==> src/rtl/pipelined_adder.sv <==
// Chunk-pipelined n-bit add/subtract: one k-bit ripple chunk per stage, with a
// valid/ready handshake where a single enable freezes the whole pipeline.
module pipelined_adder #(
  parameter int n = 32,
  parameter int k = 8
) (
  input  logic         clk,
  input  logic         rst,
  input  logic         in_valid,
  output logic         in_ready,
  input  logic [n-1:0] num1,
  input  logic [n-1:0] num2,
  input  logic         carry_in,
  input  logic         sub,
  output logic         out_valid,
  input  logic         out_ready,
  output logic [n-1:0] sum,
  output logic         carry,
  output logic         overflow
);

  localparam int STAGES = n / k;
  localparam int LAST   = STAGES - 1;

  // Per-stage registers: operands (B already conditionally inverted),
  // partial sum, chunk carry, mode bit and valid bit.
  logic [n-1:0] a_r   [STAGES];
  logic [n-1:0] b_r   [STAGES];
  logic [n-1:0] s_r   [STAGES];
  logic         c_r   [STAGES];
  logic         sub_r [STAGES];
  logic         v_r   [STAGES];
  logic         carry_r;
  logic         ovf_r;

  // Values presented to each stage and the results it will register.
  logic [n-1:0] src_a_s   [STAGES];
  logic [n-1:0] src_b_s   [STAGES];
  logic [n-1:0] src_s_s   [STAGES];
  logic         src_c_s   [STAGES];
  logic         src_sub_s [STAGES];
  logic         src_v_s   [STAGES];
  logic [k:0]   chunk_s   [STAGES];
  logic [n-1:0] nsum_s    [STAGES];
  logic         en_s;

  assign en_s      = !v_r[LAST] || out_ready;
  assign in_ready  = en_s;
  assign out_valid = v_r[LAST];
  assign sum       = s_r[LAST];
  assign carry     = carry_r;
  assign overflow  = ovf_r;

  // Route stage inputs and ripple-add the chunk each stage owns.
  always_comb begin
    src_a_s[0]   = num1;
    src_b_s[0]   = sub ? ~num2 : num2;
    src_s_s[0]   = {n{1'b0}};
    src_c_s[0]   = carry_in ^ sub;
    src_sub_s[0] = sub;
    src_v_s[0]   = in_valid;
    for (int i = 1; i < STAGES; i++) begin
      src_a_s[i]   = a_r[i-1];
      src_b_s[i]   = b_r[i-1];
      src_s_s[i]   = s_r[i-1];
      src_c_s[i]   = c_r[i-1];
      src_sub_s[i] = sub_r[i-1];
      src_v_s[i]   = v_r[i-1];
    end
    for (int i = 0; i < STAGES; i++) begin
      chunk_s[i] = {1'b0, src_a_s[i][i*k +: k]} + {1'b0, src_b_s[i][i*k +: k]}
                 + {{k{1'b0}}, src_c_s[i]};
      nsum_s[i]  = src_s_s[i];
      nsum_s[i][i*k +: k] = chunk_s[i][k-1:0];
    end
  end

  // Advance every stage together, bubbles included, whenever the output slot frees up.
  always_ff @(posedge clk) begin
    if (rst) begin
      for (int i = 0; i < STAGES; i++) begin
        a_r[i]   <= {n{1'b0}};
        b_r[i]   <= {n{1'b0}};
        s_r[i]   <= {n{1'b0}};
        c_r[i]   <= 1'b0;
        sub_r[i] <= 1'b0;
        v_r[i]   <= 1'b0;
      end
      carry_r <= 1'b0;
      ovf_r   <= 1'b0;
    end else if (en_s) begin
      for (int i = 0; i < STAGES; i++) begin
        a_r[i]   <= src_a_s[i];
        b_r[i]   <= src_b_s[i];
        s_r[i]   <= nsum_s[i];
        c_r[i]   <= chunk_s[i][k];
        sub_r[i] <= src_sub_s[i];
        v_r[i]   <= src_v_s[i];
      end
      carry_r <= chunk_s[LAST][k] ^ src_sub_s[LAST];
      ovf_r   <= (src_a_s[LAST][n-1] == src_b_s[LAST][n-1]) &&
                 (nsum_s[LAST][n-1] != src_a_s[LAST][n-1]);
    end
  end

endmodule
==> config.mk <==
export PLATFORM = sky130hd
export DESIGN_NAME = pipelined_adder
export DESIGN_NICKNAME = d
export VERILOG_FILES = /design/src/rtl/pipelined_adder.sv
export SDC_FILE = /design/constraint.sdc
export NUM_CORES = 1
export LEC_CHECK = 0
export CAP_MARGIN = 20
export CORE_MARGIN = 2
export CORE_UTILIZATION = 30
export CTS_CLUSTER_DIAMETER = 30
export CTS_CLUSTER_SIZE = 10
export DETAILED_ROUTE_END_ITERATION = 16
export SLEW_MARGIN = 20
export SYNTH_ARGS = -nofsm -noshare
export SYNTH_HDL_FRONTEND = slang
export SYNTH_SLANG_ARGS = --single-unit
==> constraint.sdc <==
create_clock -name clk -period 12.2 [get_ports clk]
set_clock_uncertainty 0.1 [all_clocks]
set_input_delay 3.66 -clock clk [delete_from_list [all_inputs] [get_ports clk]]
set_output_delay 3.66 -clock clk [all_outputs]
set_load 0.01 [all_outputs]
run_1/metal_density.png
34 x 34 tiles, from black (low) to pale yellow (high), scaled to the fullest tile. Values are wire area over tile area, all layers added.
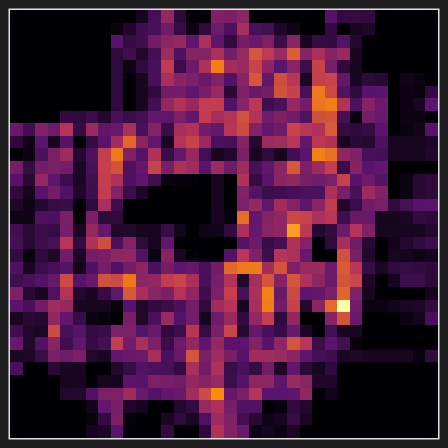
mean over tiles: 0.083
fullest tile: 0.42
densest ninth of the die: north
tiles over half the peak: 6.9%
nearly empty tiles: 25%

run_1/layer_met1.png
Supply wires on this layer in grey.
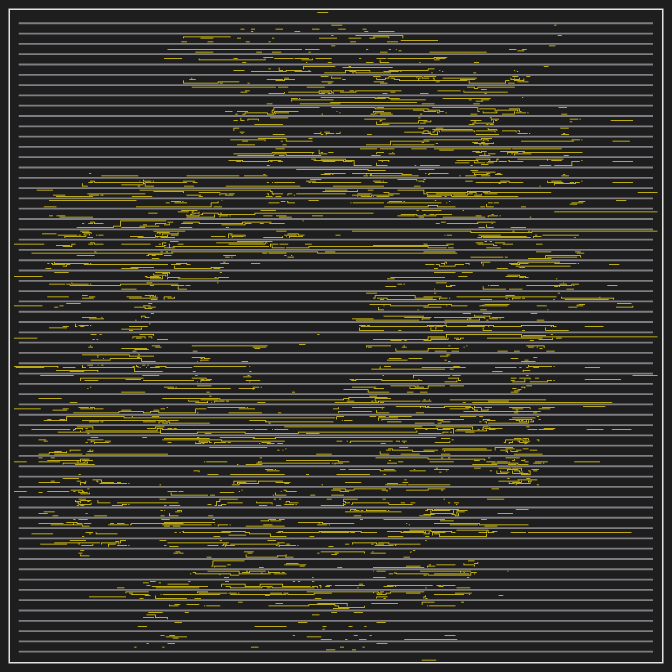
wire length on this layer: 7410 µm
main direction: horizontal
M1 GR Usage: 14.4%
detailed-route wire length: 16.1 mm
Vias: 4858

run_1/placement.png
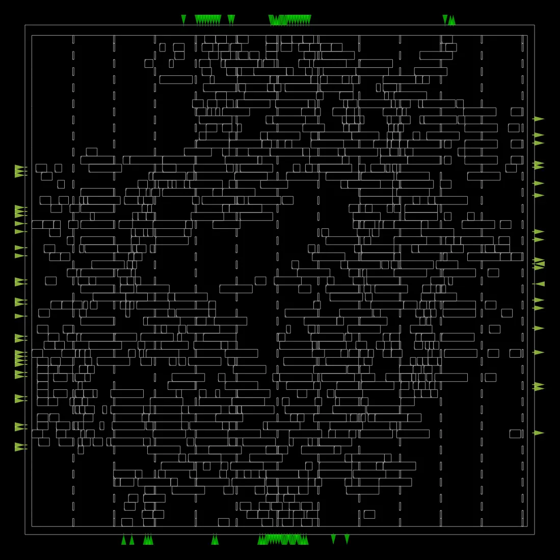
standard-cell row count: 61
number of fill cells: 2677
share of cell area taken by flip-flops and latches: 54.1%

run_1/wires.png
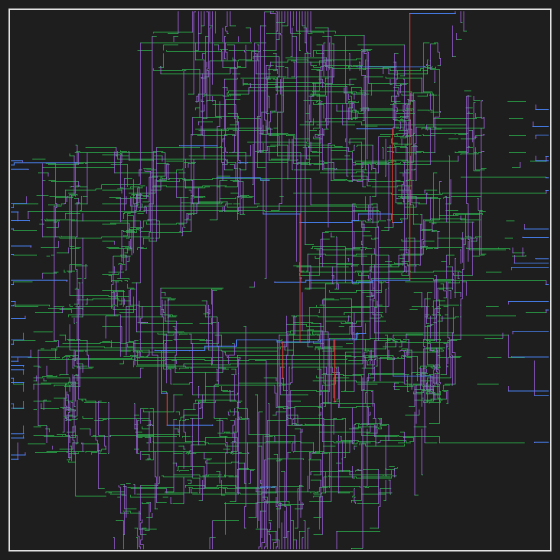
| layer | colour | wire length |
|---|---|---|
| metal 3 | blue | 517 µm |
| metal 1 | green | 7410 µm |
| metal 4 | red | 211 µm |
| metal 2 | purple | 7950 µm |

==> reports/notes.md, run 1 <==
STA puts the critical path data arrival time at 5590 ps. In the routed layout, each cell is associated on average with a via count of 4.44. In the setup report, the worst path falls into the class input port to primary output. Recorded from the global router log, the overflow total was 0.

The post-route netlist has 6.14% of its cells at a drive strength greater than 1. TritonCTS built the clock tree. Number of sinks on the clock net: 188. The tools report the timing startpoint of the critical path as out_ready. The synthesis report names the predominant flop master as edfxtp_1.

For this run, the number of Yosys warnings is 0. The timing report notes that buffer and inverter cells on the critical path total 3. The actual transition at the worst max-transition pin is 1090 ps. Looking at the worst setup and hold paths, the clock pins of their registers show a slew of 60 ps.

Among all stages on the critical path, the maximum delay recorded is 680 ps. Post-CTS repair changed the size of 0 cells. For reference, the post-synthesis area per instance comes to 13.7 µm². With the via count of the first global-routing pass at 4721, the final routed DRC violation total is 0. Entering global routing, the biggest net connects 138 pins. After its last routability iteration, the placer logged a weighted congestion of 0.748. Per the synth log, the flip-flop and latch total comes to 188. The tools report the end of the critical path as in_ready. The number of clock buffers added by TritonCTS is 17. Per the final timing report, the hold violations number 0. Per the post-synthesis report, the number of cells in the design is 617. The cell that appears most often on the critical path is clkdlybuf4s50_1. The final timing report lists a max-slew violation count of 0. CTS built an H-tree with a depth of 4. With the critical path depth at 4, the required time of the critical path is 8440 ps. The run gives 47 for the number of library cell types mapped by synthesis. Hold repair after CTS inserted 0 buffers.

Counting I/O delays and the setup requirement, the final critical path takes 9350 ps. Setup repair after global routing left no endpoint under its margin. For this run, the total global-route usage over all layers was measured as 11.2%. The run gives 811 for the number of nets in the layout.

The run gives 30 for the tool warning count. Category of the worst setup path launch point: an input port. The number of nets handed over by synthesis was 723. The synthesized netlist occupies a cell area of 8480 µm². The wire-length estimate of the detail-placed layout is 10.0 mm. Across all checked pins, the minimum headroom to the slew limit is 27.2%. In the floorplan report the effective utilization is 30.5%.

The run gives 0 for the initial antenna violation count. The run finished with clean final reports. For the peak clock frequency supported by timing, the log shows 107 MHz. Listed in order, past its start point the critical path passes clkdlybuf4s50_1, nor2b_4, inv_6, clkdlybuf4s50_1. The run gives 22.6% for the area growth from synthesis to final layout. Of all nets on the critical path, the largest fanout is 135. Looking at the VDD voltage map, the peak drop is 0.0794 mV.

Looking at the reg2reg group, the worst path starts from v_r[0][3]. The die is 172 µm tall. The first global-routing pass estimated 25.0 mm of wire.
## run 1: layout by cell type, fill, tap and decap left out, types with 4 or more instances in the layout
master / instances
xor2_1: 14
clkinv_2: 5
nor2_1: 57
fa_1: 8
xnor2_1: 31
inv_1: 16
o21bai_1: 7
ha_1: 28
or3_1: 5
a21o_1: 5
o21ai_0: 13
edfxtp_1: 186
nor2b_1: 5
clkdlybuf4s50_1: 104
and3_1: 134
a21boi_0: 4
a211oi_1: 4
nand2_1: 5
a21oi_1: 11
clkinv_4: 5
nor3_1: 7
clkbuf_16: 17
## run 1: final cells by class
| type | count | area [µm²] | share of cell area (%) |
|---|---|---|---|
| Tap cell | 378 | 473 | 4.55 |
| Multi-Input combinational cell | 371 | 2620 | 25.2 |
| Clock inverter | 13 | 96.3 | 0.926 |
| Timing Repair Buffer | 109 | 1080 | 10.4 |
| Inverter | 18 | 73.8 | 0.710 |
| Clock buffer | 18 | 429 | 4.13 |
| Sequential cell | 188 | 5630 | 54.1 |
## run 1: cell families (layout without fill, tap and decap cells)
logic type               Yosys count  in the layout  share of synthesized area [%]
adder cells (fa/ha/maj)           36             36                           6.02
AND/OR/NAND/NOR                  226            226                           14.9
buffers and inverters             58            158                           2.86
flip-flops                       188            188                           66.3
XOR/XNOR                          45             45                           4.65
AND-OR/OR-AND                     61             61                           4.87
multiplexers                       3              3                          0.354
## run 1: per-layer routing
metal / up-vias / wire [µm] / track usage [%]
met1: 2311 / 7410 / 14.4
met4: 0 / 210 / 3.98
met2: 78 / 7950 / 18.7
li1: 2451 / - / -
met5: - / 0 / 0
met3: 18 / 516 / 2.49
## run 1: sequential cells by signal, summed over array words and instances (netlist names)
register and flops:
s_r 80, a_r 48, b_r 48, v_r 4, c_r 3, sub_r 3
carry 1, overflow 1
## run 1: power breakdown
group / switching (mW) / internal [mW] / total [mW]
sequential: 0.0125 / 0.761 / 0.774
combinational: 0.0700 / 0.0767 / 0.147
clock: 0.240 / 0.261 / 0.501
## run 1: synth_stat cells (all sizes together) (4+ instances only)
cell type	n	area, µm²
edfxtp	186	5590
and3	135	846
nor2	58	220
xnor2	31	272
clkbuf	29	109
ha	28	350
inv	18	72.6
o21ai	15	75.1
xor2	14	123
a21oi	11	55.1
buf	11	61.3
fa	8	160
nand2	7	33.8
nor3	7	35.0
o21bai	7	52.6
a211oi	6	55.1
nor2b	6	45.0
a21o	5	37.5
or3	5	31.3
a21boi	4	30.0
## run 1: stage by stage
stage	setup slack, ps	instance area [µm²]	hold slack (ps)
final	2850	10400	434
after global placement	2880	9870	392
after CTS	2880	10400	444
after global routing	2750	10400	454
after detailed placement	2880	9870	423
after floorplan	3470	8480	421
## run 1: worst min path at each step
| stage | from | endpoint | slack [ps] | depth (start not counted) |
|---|---|---|---|---|
| 2_1_floorplan | sub_r[0][2] | carry | 420 | 1 |
| 3_3_place_gp | overflow | overflow | 390 | 1 |
| 3_5_place_dp | overflow | overflow | 420 | 1 |
| 4_1_cts | overflow | overflow | 440 | 1 |
| 5_1_grt | a_r[0][19] | a_r[0][51] | 450 | 1 |
| 6_report | overflow | overflow | 430 | 1 |
==> run 2: changes to the inputs <==
- clock period: 12.2 -> 9.45 ns (I/O delays scaled with it)
run_2/metal_density.png
34 x 34 tiles, from black (low) to pale yellow (high), scaled to the fullest tile. Values are wire area over tile area, all layers added.
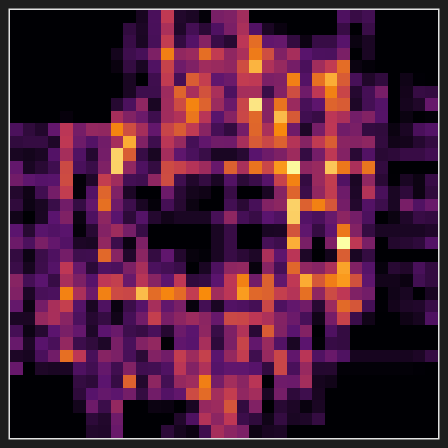
nearly empty tiles: 25%
tiles over half the peak: 13%
emptiest ninth of the die: south-east
routed length per instance: 14.8 µm
Vias: 4893
global router's overall resource usage: 11.3%
detailed-route wire length: 16.2 mm

run_2/placement_by_type.png
Scale bar: 50 µm. Fill, decap, tap and diode cells in grey.
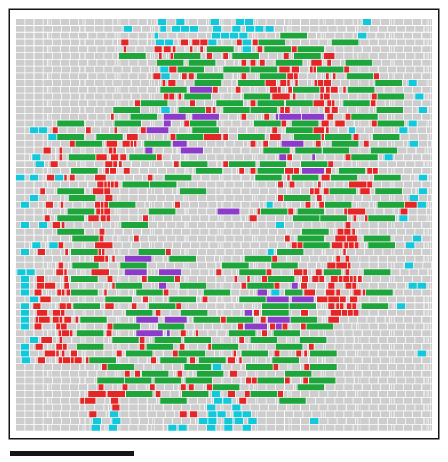
| class | colour | cells |
|---|---|---|
| remaining buffers and delay cells | cyan | 109 |
| sequential cells | green | 188 |
| combinational and other logic | red | 389 |
| clock drivers and dummy loads | purple | 32 |
share of cell area taken by flip-flops and latches: 53.7%
Std-Cell Core Area: 27800 µm²
final standard cell area without fillers: 10500 µm²
share of the core filled with cells: 37.7%

run_2/placement.png
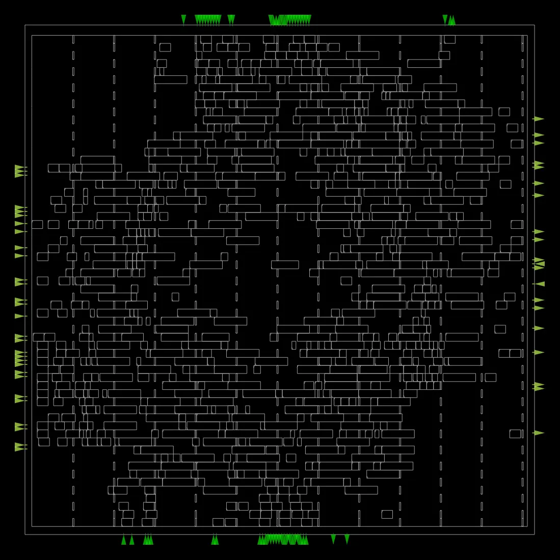
number of fill cells: 2671
layout sequential cell count: 188
final cell count without fillers: 1097
total number of tap cells: 378

==> run 2 against run 1 <==
Synthesized cell count stayed put. Core utilization grew 0.31 points. Combinational power is 29% higher. Die size unchanged. Routed wire length is 0.63% higher. Design area grew 0.83%. Global-route usage up 0.061 points. Clock-buffer cell count fell by 1. Critical endpoint unchanged.
==> reports/notes.md, run 2 <==
The flow ran to the end, and the final reports show no timing, DRC or antenna violations. The area growth from synthesis to final layout works out to 23.6%. The internal power contribution is 1.50 mW (+37%).

The final critical delay including setup and external delays was 7770 ps; the post-synthesis sequential element count was 188 (unchanged). Critical path class: input port to primary output. For the logic gate share of total power, the log shows 9.8% (-0.5 points).

The largest net degree at the start of global routing is 136 (-1.4%), and the switching portion of total power is 22.2% (-0.53 points). With the synthesized netlist cell count at 617 (unchanged), the fraction of final layout cells with drive strength greater than 1 is 6.13% (-0.0085 points). The worst vdd rail ir drop came out at 0.0972 mV (+22%).

The top-area cell type share of the netlist area works out to 65.9% (unchanged). The actual transition at the worst max-transition pin is 1050 ps (-44.5 ps), and the clock input transition at the sequential cells of the worst setup and hold paths is 70 ps (about the same). The number of buffers created by CTS is 17 (unchanged). TritonCTS built the clock tree. The detailed placement HPWL was 9.82 mm (-1.9%).

The number of library cell types mapped by synthesis is 47 (unchanged). For the total congestion overflow after global routing, the log shows 0 (unchanged). The run gives 811 (unchanged) as the number of nets in the layout. The number of flip-flops under the largest register name was 80 (unchanged); the arrival time of data at the critical path endpoint was 4830 ps (-760 ps). The die height came out at 172 µm (unchanged).

The primary flip-flop cell chosen by synthesis mapping was edfxtp_1. Summed over all instances, the cell type with the most area after synthesis is edfxtp_1. The peak per-stage delay on the critical path works out to 680 ps (about the same). The critical path ends at in_ready. The number of stages on the worst hold path is 1 (unchanged).

Setup repair after global routing left no endpoint under its margin. Per the cell usage report, the commonest logic cells after layout are edfxtp_1, and3_1, clkdlybuf4s50_1, nor2_1, xnor2_1. The number of H-tree levels is 4 (unchanged), and the quantity of hold-fixing buffers added after cts is 0 (unchanged). The run gives 0 (unchanged) for the final tally of hold violations.

For the worst min-delay path, the startpoint reported by OpenROAD is overflow. Number of buffers and inverters on the critical path: 3 (unchanged). For this run the top cell type by instance count after synthesis was edfxtp_1. The placement row count came out at 61 (unchanged). Total area of sequential cells: 5630 µm² (unchanged).

Initial core utilization: 30.5% (unchanged). Counting only logic cells after layout, the most numerous master is edfxtp_1. Dominant cell type by count on the critical path: clkdlybuf4s50_1.

The share of total power in sequential cells is 51.7% (-2.7 points), and the net switching power of the design is 0.428 mW (+33%). For the initial antenna violation count, the log shows 0 (unchanged). The required time of the critical path was 6520 ps (-1920 ps); the warning count from the yosys run was 0 (unchanged). The tools report the area of the multi-input gates as 2620 µm² (unchanged). The largest registers in the layout are s_r: 80 flops, a_r: 48 flops, b_r: 48 flops. The tool warning count works out to 32 (+6.7%). The run gives 0 (unchanged) for the final tally of max-slew violations. The category of the worst setup path launch point is an input port. The report lists the cells along the critical path as clkdlybuf4s50_1, nor2b_4, inv_6, clkdlybuf4s50_1. Timing startpoint of the critical path: out_ready.

The mean instance size in the synthesized netlist is 13.7 µm² (unchanged).
==> run 2: final cells by class <==
class	count	area share (%)
clock buffers	17	4.06
inverters	18	0.704
flip-flops and latches	188	53.7
clock inverters	15	1.79
multi-input cells	371	25.0
well taps	378	4.51
diodes	1	0.0239
repair buffers	109	10.3
==> run 2: metal layers <==
layer	global-route usage, %	vias up	wire (µm)
met4	3.62	0	259
met3	2.72	17	628
met2	18.4	84	7840
li1	-	2451	-
met5	0	-	0
met1	14.8	2341	7450
==> run 2: worst min path at each step <==
stage,to,slack [ps]
final,overflow,430
after global routing,overflow,450
after CTS,overflow,440
after detailed placement,overflow,420
after global placement,overflow,390
after floorplan,carry,420
==> run 2: cell families (layout without fill, tap and decap cells) <==
group,after synthesis,after routing,synth area share [%]
xor+xnor,45,45,4.65
flops,188,188,66.3
simple gates,226,226,14.9
buf+inv,58,159,2.86
fa+ha+maj,36,36,6.02
other cells,0,1,0
compound gates,61,61,4.87
mux,3,3,0.354
==> run 2: stage by stage <==
step	std cells	util (%)	cell area (µm²)	hold WS, ps
2_1_floorplan	617	-	8480	421
3_3_place_gp	1064	35.5	9870	392
3_5_place_dp	1064	35.5	9870	417
4_1_cts	1096	37.7	10500	437
5_1_grt	1096	37.7	10500	447
6_report	1097	37.7	10500	434
==> run 2: power groups by stage <==
stage               combinational, mW  clock, mW  sequential, mW
floorplan                       0.111          0            1.02
global placement                0.190          0            1.02
detailed placement              0.192          0            1.02
CTS                             0.193      0.758            1.00
global route                    0.214      0.793            1.01
finish                          0.190      0.742           0.999
Power is estimated from default activity; no workload was simulated.
